Figure 1. Sequential cells grouped by signal name.
Bar = 20 um. Other sequential cells in the stronger gray, the rest of the logic in the fainter gray.
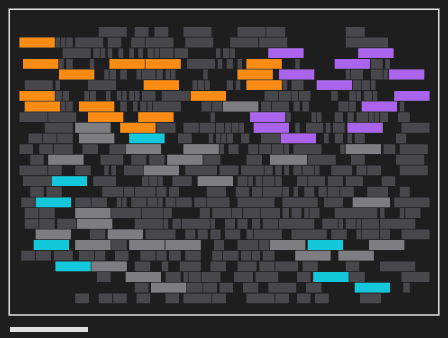
Figure 2. Cells colored by class.
Bar = 20 um.
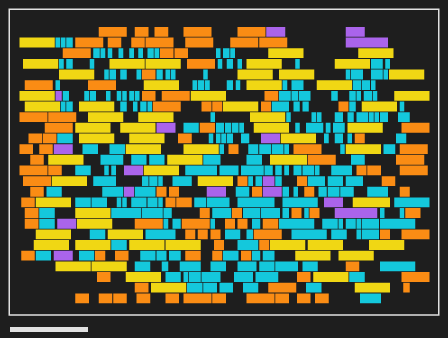
**config.mk**
```make
export PLATFORM = sky130hd
export DESIGN_NAME = host_cmd_master
export DESIGN_NICKNAME = d
export VERILOG_FILES = /design/src/rtl/host_cmd_pkg.sv /design/src/rtl/host_cmd_master.sv
export SDC_FILE = /design/constraint.sdc
export NUM_CORES = 1
export LEC_CHECK = 0
export CAP_MARGIN = 30
export CORE_ASPECT_RATIO = 0.7
export CORE_MARGIN = 2
export CORE_UTILIZATION = 40
export CTS_BUF_LIST = sky130_fd_sc_hd__clkbuf_8
export CTS_CLUSTER_DIAMETER = 50
export DETAILED_ROUTE_END_ITERATION = 12
export HOLD_SLACK_MARGIN = 0.08
export PLACE_DENSITY = 0.66
export SLEW_MARGIN = 10
export SYNTH_ARGS = -nofsm -noshare
export SYNTH_HDL_FRONTEND = slang
export SYNTH_SLANG_ARGS = --single-unit
```
**constraint.sdc**
```tcl
create_clock -name CLK -period 2 [get_ports CLK]
set_input_delay 0.6 -clock CLK [delete_from_list [all_inputs] [get_ports CLK]]
set_output_delay 0.6 -clock CLK [all_outputs]
set_load 0.1 [all_outputs]
```
**src/rtl/host_cmd_pkg.sv**
```systemverilog
`timescale 1ns/1ps
`default_nettype none
// -----------------------------------------------------------------------------
// host_cmd_pkg : frame opcodes, command-type and state encodings for host_cmd_master
// Rev 1.0
// -----------------------------------------------------------------------------
package host_cmd_pkg;

    localparam logic [7:0] OPC_RF_WR   = 8'hAA;
    localparam logic [7:0] OPC_RF_RD   = 8'hBB;
    localparam logic [7:0] OPC_ALU_OP  = 8'hCC;
    localparam logic [7:0] OPC_ALU_NOP = 8'hDD;

    typedef enum logic [1:0] {
        CMD_RF_WR   = 2'd0,
        CMD_RF_RD   = 2'd1,
        CMD_ALU_OP  = 2'd2,
        CMD_ALU_NOP = 2'd3
    } cmd_type_e;

    typedef enum logic [1:0] {
        ST_IDLE     = 2'd0,
        ST_SEND     = 2'd1,
        ST_WAIT_RSP = 2'd2,
        ST_DONE     = 2'd3
    } state_e;

    function automatic logic [7:0] opcode(cmd_type_e t);
        case (t)
            CMD_RF_WR:  opcode = OPC_RF_WR;
            CMD_RF_RD:  opcode = OPC_RF_RD;
            CMD_ALU_OP: opcode = OPC_ALU_OP;
            default:    opcode = OPC_ALU_NOP;
        endcase
    endfunction

    function automatic logic [2:0] frame_len(cmd_type_e t);
        case (t)
            CMD_RF_WR:  frame_len = 3'd3;
            CMD_RF_RD:  frame_len = 3'd2;
            CMD_ALU_OP: frame_len = 3'd4;
            default:    frame_len = 3'd2;
        endcase
    endfunction

    function automatic logic [1:0] rsp_len(cmd_type_e t);
        case (t)
            CMD_RF_WR: rsp_len = 2'd0;
            CMD_RF_RD: rsp_len = 2'd1;
            default:   rsp_len = 2'd2;
        endcase
    endfunction

endpackage
`default_nettype wire

```
**src/rtl/host_cmd_master.sv**
```systemverilog
`timescale 1ns/1ps
`default_nettype none
// -----------------------------------------------------------------------------
// host_cmd_master : serialises host commands into UART frames and collects replies
// Rev 1.0
// -----------------------------------------------------------------------------
module host_cmd_master
    import host_cmd_pkg::*;
#(
    parameter int DATA_WIDTH     = 8,
    parameter int ADDR_WIDTH     = 4,
    parameter int TIMEOUT_CYCLES = 4096
) (
    input  logic                    CLK,
    input  logic                    RST,
    input  logic                    CMD_VLD,
    output logic                    CMD_RDY,
    input  logic [1:0]              CMD_TYPE,
    input  logic [ADDR_WIDTH-1:0]   CMD_ADDR,
    input  logic [DATA_WIDTH-1:0]   CMD_DATA,
    input  logic [DATA_WIDTH-1:0]   CMD_OPB,
    input  logic [3:0]              CMD_FUN,
    output logic [DATA_WIDTH-1:0]   TX_P_DATA,
    output logic                    TX_D_VLD,
    input  logic                    TX_BUSY,
    input  logic [DATA_WIDTH-1:0]   RX_P_DATA,
    input  logic                    RX_D_VLD,
    output logic [2*DATA_WIDTH-1:0] RSP_DATA,
    output logic                    RSP_VLD,
    output logic                    RSP_ERR,
    output logic                    BUSY
);

    localparam int              TO_W    = $clog2(TIMEOUT_CYCLES);
    // Fires on the last WAIT_RSP cycle so DONE lands TIMEOUT_CYCLES after the last event.
    localparam logic [TO_W-1:0] TO_LAST = TO_W'(TIMEOUT_CYCLES - 2);

    state_e                  state_q, state_d;
    cmd_type_e               type_q;
    logic [ADDR_WIDTH-1:0]   addr_q;
    logic [DATA_WIDTH-1:0]   data_q, opb_q;
    logic [3:0]              fun_q;
    logic [2:0]              idx_q;
    logic [1:0]              rx_idx_q;
    logic [TO_W-1:0]         to_cnt_q;
    logic [2*DATA_WIDTH-1:0] rsp_data_q;
    logic                    err_q;

    logic                    accept, tx_acc, last_tx, rx_ok, rx_last, timeout;
    logic [DATA_WIDTH-1:0]   tx_byte;

    assign accept  = (state_q == ST_IDLE) && CMD_VLD;
    assign tx_acc  = (state_q == ST_SEND) && !TX_BUSY;
    assign last_tx = tx_acc && (idx_q == frame_len(type_q) - 3'd1);
    assign rx_ok   = (state_q == ST_WAIT_RSP) && RX_D_VLD;
    assign rx_last = rx_ok && (rx_idx_q == rsp_len(type_q) - 2'd1);
    assign timeout = (state_q == ST_WAIT_RSP) && !RX_D_VLD && (to_cnt_q == TO_LAST);
    assign RSP_DATA = rsp_data_q;

    always_comb begin
        case (idx_q)
            3'd0:    tx_byte = DATA_WIDTH'(opcode(type_q));
            3'd1:    tx_byte = (type_q == CMD_ALU_OP)  ? data_q :
                               (type_q == CMD_ALU_NOP) ? DATA_WIDTH'(fun_q) : DATA_WIDTH'(addr_q);
            3'd2:    tx_byte = (type_q == CMD_ALU_OP)  ? opb_q : data_q;
            default: tx_byte = DATA_WIDTH'(fun_q);
        endcase
    end

    always_comb begin
        state_d   = state_q;
        CMD_RDY   = 1'b0;
        TX_D_VLD  = 1'b0;
        TX_P_DATA = '0;
        RSP_VLD   = 1'b0;
        RSP_ERR   = 1'b0;
        BUSY      = 1'b1;
        case (state_q)
            ST_IDLE: begin
                CMD_RDY = 1'b1;
                BUSY    = 1'b0;
                if (CMD_VLD) state_d = ST_SEND;
            end
            ST_SEND: begin
                TX_D_VLD  = 1'b1;
                TX_P_DATA = tx_byte;
                if (last_tx) state_d = (type_q == CMD_RF_WR) ? ST_DONE : ST_WAIT_RSP;
            end
            ST_WAIT_RSP: begin
                if (rx_last || timeout) state_d = ST_DONE;
            end
            default: begin
                RSP_VLD = 1'b1;
                RSP_ERR = err_q;
                state_d = ST_IDLE;
            end
        endcase
    end

    always_ff @(posedge CLK or negedge RST) begin
        if (!RST) begin
            state_q    <= ST_IDLE;
            type_q     <= CMD_RF_WR;
            addr_q     <= '0;
            data_q     <= '0;
            opb_q      <= '0;
            fun_q      <= '0;
            idx_q      <= '0;
            rx_idx_q   <= '0;
            to_cnt_q   <= '0;
            rsp_data_q <= '0;
            err_q      <= 1'b0;
        end else begin
            state_q <= state_d;
            if (accept) begin
                type_q     <= cmd_type_e'(CMD_TYPE);
                addr_q     <= CMD_ADDR;
                data_q     <= CMD_DATA;
                opb_q      <= CMD_OPB;
                fun_q      <= CMD_FUN;
                idx_q      <= '0;
                rx_idx_q   <= '0;
                rsp_data_q <= '0;
                err_q      <= 1'b0;
            end else if (tx_acc) begin
                idx_q <= idx_q + 3'd1;
            end
            if (rx_ok) begin
                rx_idx_q <= rx_idx_q + 2'd1;
                if (rx_idx_q == 2'd0) rsp_data_q[DATA_WIDTH-1:0] <= RX_P_DATA;
                else                  rsp_data_q[2*DATA_WIDTH-1:DATA_WIDTH] <= RX_P_DATA;
            end
            if (timeout) err_q <= 1'b1;
            // Idle outside WAIT_RSP; every received byte restarts the wait.
            if ((state_q != ST_WAIT_RSP) || RX_D_VLD) to_cnt_q <= '0;
            else                                      to_cnt_q <= to_cnt_q + 1'b1;
        end
    end

endmodule
`default_nettype wire

```
==> results.sh <==
# source this file to load flow results
export IMPL_cts_buffers=9
export IMPL_p_per_area_nw_per_um2=1910
export IMPL_clock_tree_root_cell="clkbuf_8"
export IMPL_finalMaxSlewViolations=0
export IMPL_comb_share=0.351
export IMPL_critPathRequiredTime_ps=1400
export IMPL_maxSlewHeadroom=0.670
export IMPL_cts_max_level=3
export IMPL_largestClassByArea="logic gates"
export IMPL_ff2ff_path_depth=5
export IMPL_clk_pin_slew_ps=70
export IMPL_cts_tree="done"
export IMPL_vias=2544
export IMPL_combPwrFrac=0.640
export IMPL_routed_top_layer="met4"
export IMPL_busiest_layer="met1"
export IMPL_synth_distinct_cells=42
export IMPL_setup_viol=8
export IMPL_gp_congestion=0.837
export IMPL_area_growth_pct=63.2
export IMPL_grt_use_met1=0.310
export IMPL_crit_cells=5
export IMPL_r2r_end="state_q[0]"
export IMPL_wl_met3_um=392
export IMPL_grt_pass1_vias=2647
export IMPL_final_hold_violation_count=0
export IMPL_internal_power_mw=5.13
export IMPL_max_stage_delay_ps=450
export IMPL_clock_sinks=62
export IMPL_layout_drive_gt1_share=0.394
export IMPL_arrival_ps=1990
export IMPL_syn_cell_area_sq_um=3100
export IMPL_nets=457
export IMPL_largest_reg_flops=16
export IMPL_clock_area_frac=0.0460
export IMPL_p_clk_mw=1.27
export IMPL_grt_usage=0.212
export IMPL_gr_usage_met3=0.0597
export IMPL_die_x_um=109
export IMPL_finalWorstSetupSlack_ps=-585
export IMPL_layout_cells_non_filler=509
export IMPL_wl_per_cell_um=16.2
export IMPL_power_total_mw=9.66
export IMPL_p_comb_mw=6.18
export IMPL_synth_top_cells_by_count="dfrtp_1 (62), nand2_1 (52), mux2_2 (29)"
export IMPL_log_warning_count=37
export IMPL_taps=98
export IMPL_dp_cells=489
export IMPL_cts_buffer_depth=2
export IMPL_cts_resized_gates=30
export IMPL_dieArea_sq_um=8480
export IMPL_rsz0062_at_grt="yes"
export IMPL_inverters=13
export IMPL_io_pins=68
export IMPL_end_kind="primary output"
export IMPL_logic_family="simple AND/OR/NAND/NOR gates"
export IMPL_final_layout_top_logic_cell="dfrtp_1"
export IMPL_diodes=0
export IMPL_crit_start="type_q[1]"
export IMPL_crit_buf_inv=1
export IMPL_grt_pass1_wl_mm=13.5
export IMPL_ir_worst_vdd_v=0.00124
export IMPL_dieHeight_um=77.7
export IMPL_drtPass1Iterations=4
export IMPL_ys_sh_aoi=0.100
export IMPL_ys_ff=62
export IMPL_syn_nets=352
export IMPL_largest_area_cell="dfrtp_1"
export IMPL_max_freq_mhz=387
export IMPL_antenna_found_initial=0
export IMPL_yosysWarningCount=0
export IMPL_met2_length_mm=3.70
export IMPL_n_all_buffers=106
export IMPL_switchingPower_mw=4.52
export IMPL_p_seq_frac=0.229
export IMPL_syn_avg_cell_area_sq_um=10.3
export IMPL_reg2reg_setup_slack_ps=40
export IMPL_edf_count=0
export IMPL_fin_crit_ps=2590
export IMPL_comb_area_sq_um=1780
export IMPL_status="finished, violations left"
export IMPL_mux_share=0.119
export IMPL_drt_met1_wl_mm=4.15
export IMPL_simple_gate_area_frac=0.166
export IMPL_holdWs_ps=250
export IMPL_port_buffers=67
export IMPL_ys_chip_area_sq_um=3100
export IMPL_r2r_start="type_q[1]"
export IMPL_grt_ovfl_total=0
export IMPL_ctsHoldBuffers=0
export IMPL_violations="negative setup slack"
export IMPL_clkPwrFrac=0.131
export IMPL_fillerInstances=573
export IMPL_switching_share=0.468
export IMPL_ys_seq_share=0.500
export IMPL_grt_max_degree=63
export IMPL_final_layout_top_logic_cells="dfrtp_1 (60), nand2_1 (51), clkdlybuf4s50_1 (37)"
export IMPL_clkbuf_count=11
export IMPL_critPathCapture="TX_P_DATA[4]"
export IMPL_ys_cells=301
export IMPL_avgViaCountPerCell=5.00
export IMPL_wl_mm=8.27
export IMPL_start_kind="register"
export IMPL_clock_latency_ps=340
export IMPL_crit_path_max_fanout=3
export IMPL_place_ws_ps=-321
export IMPL_postPlaceCellArea_sq_um=4630
export IMPL_drc=0
export IMPL_maxCapViolations=0
export IMPL_tns_ps=-4260
export IMPL_ys_sh_adder=0.0484
export IMPL_use_met2=0.306
export IMPL_flop_cell="dfrtp_1"
export IMPL_first_iter_violations=119
export IMPL_flop_count=62
export IMPL_synthXorXnorAreaFrac=0.0339
export IMPL_postRouteAntennaNets=0
export IMPL_setup_worst_path_class="register to primary output"
export IMPL_most_common_cell="dfrtp_1"
export IMPL_crit_chain="and2b_2 > mux2_4 > a222oi_1 > nor2_4 > buf_12"
export IMPL_static_leakage_power_nw=2.12
export IMPL_post_cts_buffers=5
export IMPL_tightest_slew_ps=490
export IMPL_synth_top_area_share=0.500
export IMPL_fin_skew_ps=4.27
export IMPL_top_power_group="combinational logic"
export IMPL_hpwl_mm=5.96
export IMPL_path_delay_family="AND-OR/OR-AND gates"
export IMPL_min_path_type="input port to asynchronous set/reset pin"
export IMPL_logic_gates=214
export IMPL_slowest_stage="a222oi_1"
export IMPL_top_cells_by_area="dfrtp_1 (50%), mux2_2 (11%), nand2_1 (6.3%)"
## Picture notes: Figure 1
RSP_DATA: drawn in orange, placed flops 16. data_q: drawn in cyan, placed flops 8. to_cnt_q: drawn in purple, placed flops 12, where upper right.
Another 26 sequential cells are not colored.
register area: 1550 sq um
sequential cell area share: 0.307
Seq group: 2.21 mW
Util after Layout: 0.682

## Picture notes: Figure 2
clock drivers and dummy loads: drawn in purple, cells 16, share of their area 4.7%. combinational and other logic: drawn in cyan, cells 227, share of their area 37%. sequential cells: drawn in yellow, cells 62, share of their area 31%. remaining buffers and delay cells: drawn in orange, cells 106, share of their area 27%.
# rows: 26
CORE AREA: 7420 sq um
Design Area, Final: 5060 sq um

Power is estimated from default activity; no workload was simulated.
